File: config.mk
export PLATFORM = sky130hd
export DESIGN_NAME = thermometer_stream_decoder
export DESIGN_NICKNAME = d
export VERILOG_FILES = /design/src/rtl/thermo_pkg.sv /design/src/rtl/thermometer_popcount.sv /design/src/rtl/thermometer_stream_decoder.sv
export SDC_FILE = /design/constraint.sdc
export NUM_CORES = 1
export LEC_CHECK = 0
export CORE_AREA = 2 2 58 65
export CTS_CLUSTER_SIZE = 40
export DETAILED_ROUTE_END_ITERATION = 10
export DIE_AREA = 0 0 60 67
export PLACE_DENSITY = 0.58
export SLEW_MARGIN = 10
export SYNTH_ARGS = -nofsm -noshare
export SYNTH_HDL_FRONTEND = slang
export SYNTH_SLANG_ARGS = --single-unit
File: constraint.sdc
create_clock -name clk -period 7.77 [get_ports clk]
set_clock_uncertainty 0.2 [all_clocks]
set_input_delay 1.1655 -clock clk [delete_from_list [all_inputs] [get_ports clk]]
set_output_delay 1.1655 -clock clk [all_outputs]
set_load 0.02 [all_outputs]
File: src/rtl/thermo_pkg.sv
// Shared constants and the thermometer-legality helper for the stream decoder.
// Legal codes have their ones contiguous from bit 0 (all-zero and all-one included).
package thermo_pkg;

    localparam int THERMO_K = 3;
    localparam int THERMO_W = 2**THERMO_K - 1;

    localparam int                   ERR_CNT_W   = 8;
    localparam logic [ERR_CNT_W-1:0] ERR_CNT_MAX = 8'd255;

    // Caller zero-extends the code; the upper zeros keep the test exact for any W < 64.
    function automatic logic thermo_is_legal(input logic [63:0] code);
        return (code & (code + 64'd1)) == 64'd0;
    endfunction

endpackage

File: src/rtl/thermometer_popcount.sv
// Combinational population count of a W-bit code into K bits.
module thermometer_popcount #(
    parameter int W = 7,
    parameter int K = 3
) (
    input  logic [W-1:0] code,
    output logic [K-1:0] count
);

    always_comb begin
        count = '0;
        for (int i = 0; i < W; i++) begin
            count = count + K'(code[i]);
        end
    end

endmodule

File: src/rtl/thermometer_stream_decoder.sv
// Two-stage valid/ready thermometer-to-binary decoder with bubble flag and error tally.
// Optional majority-vote bubble correction in stage 1 when THERMO_BUBBLE_FIX_EN is defined.
module thermometer_stream_decoder
    import thermo_pkg::*;
#(
    parameter int K = THERMO_K,
    parameter int W = 2**K - 1
) (
    input  logic                 clk,
    input  logic                 rst_n,
    input  logic                 in_valid,
    output logic                 in_ready,
    input  logic [W-1:0]         in_code,
    output logic                 out_valid,
    input  logic                 out_ready,
    output logic [K-1:0]         out_count,
    output logic                 out_err,
    output logic [ERR_CNT_W-1:0] err_cnt,
    input  logic                 clr_err
);

    logic                 s1_valid_reg;
    logic [W-1:0]         s1_code_reg;
    logic                 s1_err_reg;
    logic                 out_valid_reg;
    logic [K-1:0]         out_count_reg;
    logic                 out_err_reg;
    logic [ERR_CNT_W-1:0] err_cnt_reg;
    logic [ERR_CNT_W-1:0] err_cnt_next;
    logic [W-1:0]         s1_code_next;
    logic [K-1:0]         s2_count_next;
    logic                 s1_err_next;
    logic                 s2_load;
    logic                 s1_load;

    assign s2_load  = !out_valid_reg || out_ready;
    assign s1_load  = !s1_valid_reg || s2_load;
    assign in_ready = s1_load;

    assign s1_err_next = !thermo_is_legal(64'(in_code));

`ifdef THERMO_BUBBLE_FIX_EN
    // Pad below with 1 and above with 0 so the edge bits vote like interior ones.
    logic [W+1:0] code_ext;
    assign code_ext = {1'b0, in_code, 1'b1};

    genvar gi;
    generate
        for (gi = 0; gi < W; gi++) begin : g_fix
            assign s1_code_next[gi] = (code_ext[gi]   & code_ext[gi+1]) |
                                      (code_ext[gi]   & code_ext[gi+2]) |
                                      (code_ext[gi+1] & code_ext[gi+2]);
        end
    endgenerate
`else
    assign s1_code_next = in_code;
`endif

    always_ff @(posedge clk or negedge rst_n) begin
        if (!rst_n) begin
            s1_valid_reg <= 1'b0;
            s1_code_reg  <= '0;
            s1_err_reg   <= 1'b0;
        end else if (s1_load) begin
            s1_valid_reg <= in_valid;
            if (in_valid) begin
                s1_code_reg <= s1_code_next;
                s1_err_reg  <= s1_err_next;
            end
        end
    end

    thermometer_popcount #(
        .W(W),
        .K(K)
    ) u_popcount (
        .code  (s1_code_reg),
        .count (s2_count_next)
    );

    always_ff @(posedge clk or negedge rst_n) begin
        if (!rst_n) begin
            out_valid_reg <= 1'b0;
            out_count_reg <= '0;
            out_err_reg   <= 1'b0;
        end else if (s2_load) begin
            out_valid_reg <= s1_valid_reg;
            if (s1_valid_reg) begin
                out_count_reg <= s2_count_next;
                out_err_reg   <= s1_err_reg;
            end
        end
    end

    // Clear takes priority over a coincident erroneous delivery.
    always_comb begin
        err_cnt_next = err_cnt_reg;
        if (clr_err) begin
            err_cnt_next = '0;
        end else if (out_valid_reg && out_ready && out_err_reg && err_cnt_reg != ERR_CNT_MAX) begin
            err_cnt_next = err_cnt_reg + 1'b1;
        end
    end

    always_ff @(posedge clk or negedge rst_n) begin
        if (!rst_n) begin
            err_cnt_reg <= '0;
        end else begin
            err_cnt_reg <= err_cnt_next;
        end
    end

    assign out_valid = out_valid_reg;
    assign out_count = out_count_reg;
    assign out_err   = out_err_reg;
    assign err_cnt   = err_cnt_reg;

endmodule

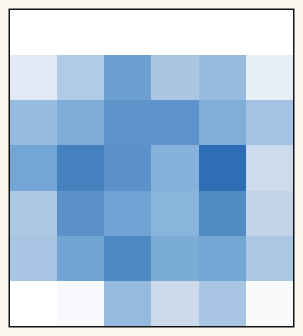
*Placement density heat map, run 1*
The die is cut into 6 by 7 equal tiles; white is low, dark blue is high, 0 to 100% covered.
fullest tile	75%
nearly empty tiles	17%
mean over tiles	35%

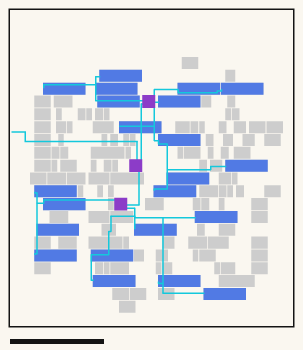
*Clock distribution, run 1*
The bar under the picture is 20 µm long.
[purple] clock-net drivers | count: 3
[blue] flip-flops | count: 22
[cyan] clock wires | length: 255 µm
routed clock nets	4

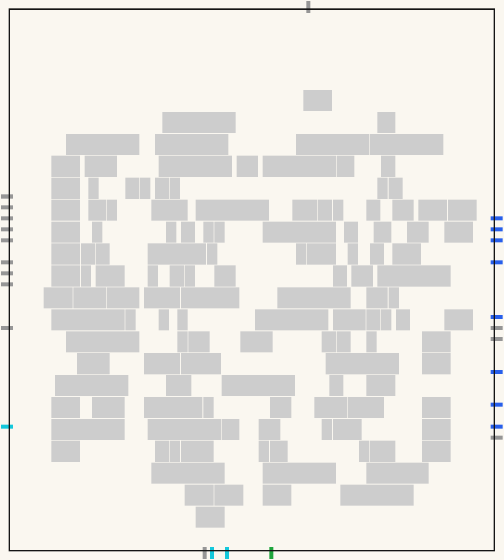
*Pin placement, run 1*
Pins as bars across the die edge, other pins in grey.
colour	port	pins	direction	edge
blue	`err_cnt`	8	output	right
green	`out_valid`	1	output	bottom
cyan	`out_count`	3	output	2 bottom, 1 left
all pins by edge	11 right, 10 left, 4 bottom, 1 top

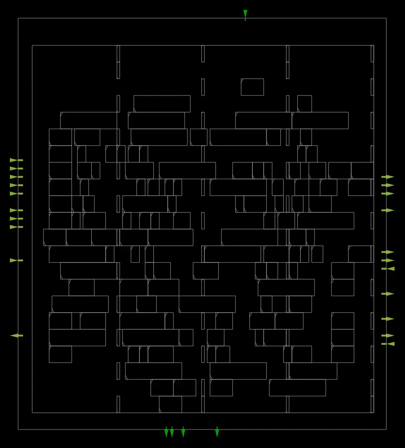
*Placement view, run 1*
fillers: 345
final non-filler cell total: 181
seq_cells: 22
Site Rows: 22

==> flow_metrics.env, run 1 <==
# yosys + openroad results
export IMPL_outcome="finished, final reports clean"
export IMPL_post_cts_buffers=0
export IMPL_grt_pass1_vias=861
export IMPL_hold_violations=0
export IMPL_port_buffers=25
export IMPL_register_area_um2=551
export IMPL_num_io_pins=26
export IMPL_grt_total_usage_pct=11.6
export IMPL_combinationalPowerShare_pct=34.3
export IMPL_antenna_found_initial=0
export IMPL_clockBufferDepth=2
export IMPL_setup_tns_ns=0
export IMPL_syn_num_nets=125
export IMPL_die_h_um=67
export IMPL_worstSetupEndpointType="output pin"
export IMPL_hp_class="reg2reg"
export IMPL_finalNetCount=153
export IMPL_vias_per_cell=4.67
export IMPL_slew_violations=0
export IMPL_ys_seq_share_pct=48.5
export IMPL_crit_fanout=4
export IMPL_top_area_cell="dfrtp_1"
export IMPL_die_area_um2=4020
export IMPL_dp_cells=177
export IMPL_timing_final_crit_share_pct=49.5
export IMPL_holdPathStages=2
export IMPL_ir_worst_vdd_v=0.000102
export IMPL_yosysWarningCount=0
export IMPL_drc=0
export IMPL_startpoint_type="primary input"
export IMPL_syn_area_um2=1130
export IMPL_synth_top_cell_area_share_pct=48.5
export IMPL_p_sw_share_pct=31.1
export IMPL_drive_gt1_share_pct=10.5
export IMPL_wl_per_cell_um=11.6
export IMPL_clockPowerShare_pct=19.9
export IMPL_grt_overflow=0
export IMPL_routabilityCongestion=0.747
export IMPL_cts_root_buf="clkbuf_4"
export IMPL_largest_reg_flops=8
export IMPL_cts_tree="built"
## run 1: worst max path at each step
stage          startpoint  endpoint  slack, ns  cells after the start
6_report        out_ready  in_ready       3.93                      3
5_1_grt         out_ready  in_ready       3.89                      3
4_1_cts         out_ready  in_ready       3.91                      3
3_5_place_dp    out_ready  in_ready       3.93                      3
3_3_place_gp    out_ready  in_ready       3.91                      3
2_1_floorplan   out_ready  in_ready       4.96                      1
## run 1: cell usage after synthesis
cell type,n
o2111a_1,1
nand2b_1,3
mux2_2,7
o22ai_1,1
xor2_1,1
or3_1,1
nor3_1,6
or2b_1,1
ha_1,4
a21oi_1,5
nand2_1,11
inv_1,12
o31ai_1,2
dfrtp_1,22
and3_4,1
xnor2_1,1
buf_2,1
nand4_4,1
o21ai_0,6
nand3_1,2
or4_1,1
fa_1,3
nand4_1,1
o21a_1,1
nand3b_1,1
a31o_2,1
buf_4,1
nor2_1,5
mux2i_1,3
## run 1: final cells by class
class | count | area share, %
tap | 48 | 4.09
multi-input combinational | 70 | 35.9
clock buffer | 4 | 2.47
timing repair buffer | 25 | 17.0
sequential | 22 | 37.5
inverter | 12 | 3.07
## run 1: metal layers
layer  up-vias  global-route usage [%]  part of all wire, %
met3         0                    2.52                  4.7
met2        23                    20.5                   51
li1        419                       -                    -
met1       404                    13.9                   44
met5         -                       0                    0
met4         0                    3.33                    0
## run 1: kinds of logic (layout without fill, tap and decap cells)
group,count (synthesis),in the layout,synth area share [%]
fa+ha+maj,7,7,9.70
compound gates,17,17,9.15
mux,10,10,9.59
buf+inv,14,41,5.07
simple gates,34,34,16.4
xor+xnor,2,2,1.54
flops,22,22,48.5
## run 1: placed cells by master, fill, tap and decap left out, drive strengths merged
cell type	n
nand4	2
or2b	1
mux2	7
o21a	1
nand3	2
nand3b	1
xnor2	1
nor2	5
nand2	11
nand2b	3
clkdlybuf4s50	25
nor3	6
clkbuf	4
xor2	1
o22ai	1
inv	12
and3	1
a31o	1
dfrtp	22
or3	1
mux2i	3
o31ai	2
o2111a	1
fa	3
or4	1
o21ai	6
a21oi	5
ha	4
## run 1: through the flow
stage                     hold slack (ns)  power [W]  area [µm²]  utilization (%)  setup slack [ns]
after floorplan                     0.246   0.000210        1130                -              4.96
after global placement              0.271   0.000252        1430             43.0              3.91
after detailed placement            0.278   0.000256        1430             43.0              3.93
after CTS                           0.307   0.000319        1470             44.1              3.91
after global routing                0.341   0.000337        1470             44.1              3.89
final                               0.302   0.000313        1470             44.1              3.93
## run 1: power by group through the flow
stage	logic, W	clock network [W]	registers, W
floorplan	0.0000534	0	0.000157
global placement	0.000108	0	0.000144
detailed placement	0.000110	0	0.000146
CTS	0.000110	0.0000656	0.000143
global route	0.000121	0.0000703	0.000145
finish	0.000107	0.0000624	0.000143
## run 1: worst max-delay path, cell delays in order
cell and delay [ns]:
clkdlybuf4s50_1 0.51, nand3b_1 0.18, clkdlybuf4s50_1 0.62
### Met3 routing, run 1

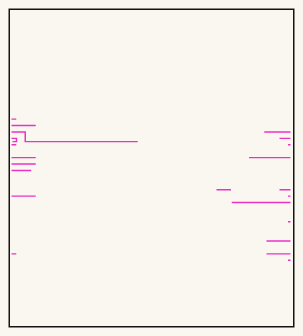

==> run 2: changes to the inputs <==
--- a/config.mk
+++ b/config.mk
@@ -9,7 +9,7 @@
 export CTS_CLUSTER_SIZE = 40
 export DETAILED_ROUTE_END_ITERATION = 10
 export DIE_AREA = 0 0 60 67
-export PLACE_DENSITY = 0.58
+export PLACE_DENSITY = 0.6
 export SLEW_MARGIN = 10
 export SYNTH_ARGS = -nofsm -noshare
 export SYNTH_HDL_FRONTEND = slang
==> constraint.sdc (replaced) <==
create_clock -name clk -period 3.2 [get_ports clk]
set_clock_uncertainty 0.2 [all_clocks]
set_input_delay 0.48 -clock clk [delete_from_list [all_inputs] [get_ports clk]]
set_output_delay 0.48 -clock clk [all_outputs]
set_load 0.02 [all_outputs]
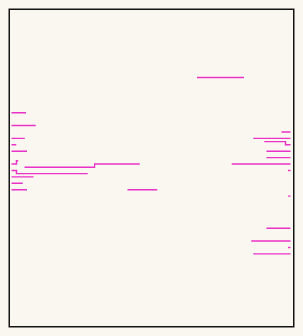
*Met3 routing, run 2*
share of all routed wire	6.6%
wire length on this layer	140 µm
main direction	horizontal

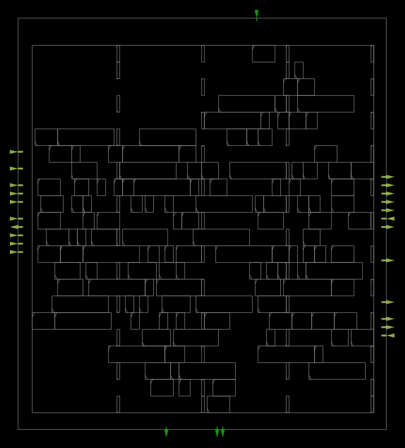
*Placement view, run 2*
sequential share of cell area: 37.6%
fillers: 336
fin util: 43.9%
CORE AREA: 3330 µm²

==> run 2 against run 1 <==
Total power up 130%. Via count up 3.1%. Largest cell class unchanged. Die area unchanged. Combinational power up 140%. Clock power up 97%. Critical endpoint is now out_count[1]$_DFFE_PN0P_. Worst hold slack worse by 0.0024 ns. Highest routed layer is now met4. Sequential cell count unchanged. Non-clock buffer count up 1. Synthesized cell count unchanged.
==> flow_metrics.env, run 2 <==
# yosys + openroad results
export IMPL_outcome="finished, final reports clean"
export IMPL_port_buffers=25
export IMPL_worstSetupEndpointType="flip-flop"
export IMPL_post_cts_buffers=0
export IMPL_wl_per_cell_um=11.7
export IMPL_syn_num_nets=125
export IMPL_final_cell_mix="25 x clkdlybuf4s50_1, 22 x dfrtp_1, 12 x inv_1, 11 x nand2_1, 7 x mux2_2"
export IMPL_ys_flop_type="dfrtp_1"
export IMPL_fp_row_count=22
export IMPL_enable_flop_cells=0
export IMPL_clockBufferDepth=2
export IMPL_antenna_found_initial=0
export IMPL_grt_pass1_vias=868
export IMPL_yosys_top_cells_count="22 x dfrtp_1, 12 x inv_1, 11 x nand2_1"
export IMPL_drc=0
export IMPL_die_h_um=67
export IMPL_slew_violations=0
export IMPL_grt_total_usage_pct=12.3
export IMPL_grt_util_met2_pct=20.7
export IMPL_num_io_pins=26
export IMPL_syn_area_um2=1130
export IMPL_clockPowerShare_pct=16.9
export IMPL_die_area_um2=4020
export IMPL_startpoint_type="flip-flop"
export IMPL_hold_violations=0
export IMPL_yosysWarningCount=0
export IMPL_ir_worst_vdd_v=0.000183
export IMPL_combinationalPowerShare_pct=35.4
export IMPL_setup_tns_ns=0
export IMPL_setup_ws_ns=0.303
export IMPL_synthArstFlopShare_pct=100
export IMPL_vias_per_cell=4.82
export IMPL_ys_seq_share_pct=48.5
export IMPL_use_met3_pct=2.91
export IMPL_timing_final_crit_share_pct=90.5
export IMPL_cts_tree="built"
export IMPL_gr_usage_met1_pct=15.3
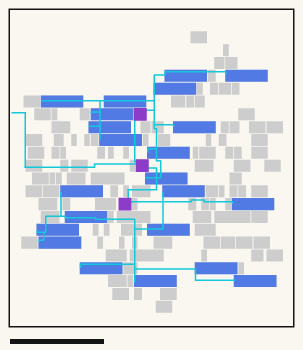
*Clock distribution, run 2*
The bar under the picture is 20 µm long.
[purple] clock-net drivers | count: 3
[blue] flip-flops | count: 22
[cyan] clock wires | length: 278 µm
routed clock nets	4

-- run 2: cell counts after synthesis --
Identical to the previous run, type by type.
-- run 2: final cells by class --
cell class / count / area [µm²]
Fill cell: 336 / 1870
Sequential cell: 22 / 551
Multi-Input combinational cell: 70 / 527
Timing Repair Buffer: 26 / 258
Tap cell: 48 / 60.1
Inverter: 12 / 45.0
Clock buffer: 3 / 22.5
-- run 2: per-stage QoR --
step / power (W) / utilization, % / instance area, µm² / instances / hold WS, ns
2_1_floorplan: 0.000510 / - / 1130 / 106 / -0.0156
3_3_place_gp: 0.000605 / 43.2 / 1440 / 178 / 0.264
3_5_place_dp: 0.000617 / 43.2 / 1440 / 178 / 0.281
4_1_cts: 0.000741 / 43.9 / 1460 / 181 / 0.307
5_1_grt: 0.000785 / 43.9 / 1460 / 181 / 0.315
6_report: 0.000728 / 43.9 / 1460 / 181 / 0.299
-- run 2: logic make-up (layout without fill, tap and decap cells) --
| logic type | after synthesis | in the layout | share of synthesized area (%) |
|---|---|---|---|
| flops | 22 | 22 | 48.5 |
| xor+xnor | 2 | 2 | 1.54 |
| compound gates | 17 | 17 | 9.15 |
| simple gates | 34 | 34 | 16.4 |
| buf+inv | 14 | 41 | 5.07 |
| mux | 10 | 10 | 9.59 |
| fa+ha+maj | 7 | 7 | 9.70 |
-- run 2: power groups by stage --
stage / Combinational, W / Sequential (W) / Clock, W
final: 0.000258 / 0.000347 / 0.000123
after global routing: 0.000291 / 0.000353 / 0.000141
after CTS: 0.000264 / 0.000348 / 0.000128
after detailed placement: 0.000263 / 0.000354 / 0
after global placement: 0.000254 / 0.000351 / 0
after floorplan: 0.000130 / 0.000380 / 0
-- run 2: worst paths after layout --
kind | startpoint | end | slack (ns) | cells after the start
hold / removal | s1_code_reg[6]$_DFFE_PN0P_ | s1_code_reg[6]$_DFFE_PN0P_ | 0.30 | 2
max in group asynchronous | rst_n | s1_err_reg$_DFFE_PN0P_ | 2.25 | 2
setup reg to reg | s1_code_reg[0]$_DFFE_PN0P_ | out_count[1]$_DFFE_PN0P_ | 0.30 | 8
hold reg to reg | s1_code_reg[6]$_DFFE_PN0P_ | s1_code_reg[6]$_DFFE_PN0P_ | 0.30 | 2
setup / recovery | s1_code_reg[0]$_DFFE_PN0P_ | out_count[1]$_DFFE_PN0P_ | 0.30 | 8
min in group asynchronous | rst_n | err_cnt[0]$_DFFE_PN0P_ | 0.31 | 2
-- run 2: worst max-delay path: stages (launching register included) --
cell,delay [ns]
dfrtp_1,0.41
ha_1,0.29
inv_1,0.08
fa_1,0.43
fa_1,0.50
inv_1,0.04
ha_1,0.18
fa_1,0.42
mux2_2,0.26
-- run 2: per-layer routing --
| metal | up-vias | part of all wire (%) |
|---|---|---|
| met2 | 26 | 50 |
| met5 | - | 0 |
| met1 | 425 | 43 |
| met3 | 2 | 6.6 |
| li1 | 419 | - |
| met4 | 0 | 0.52 |
Power is estimated from default activity; no workload was simulated.
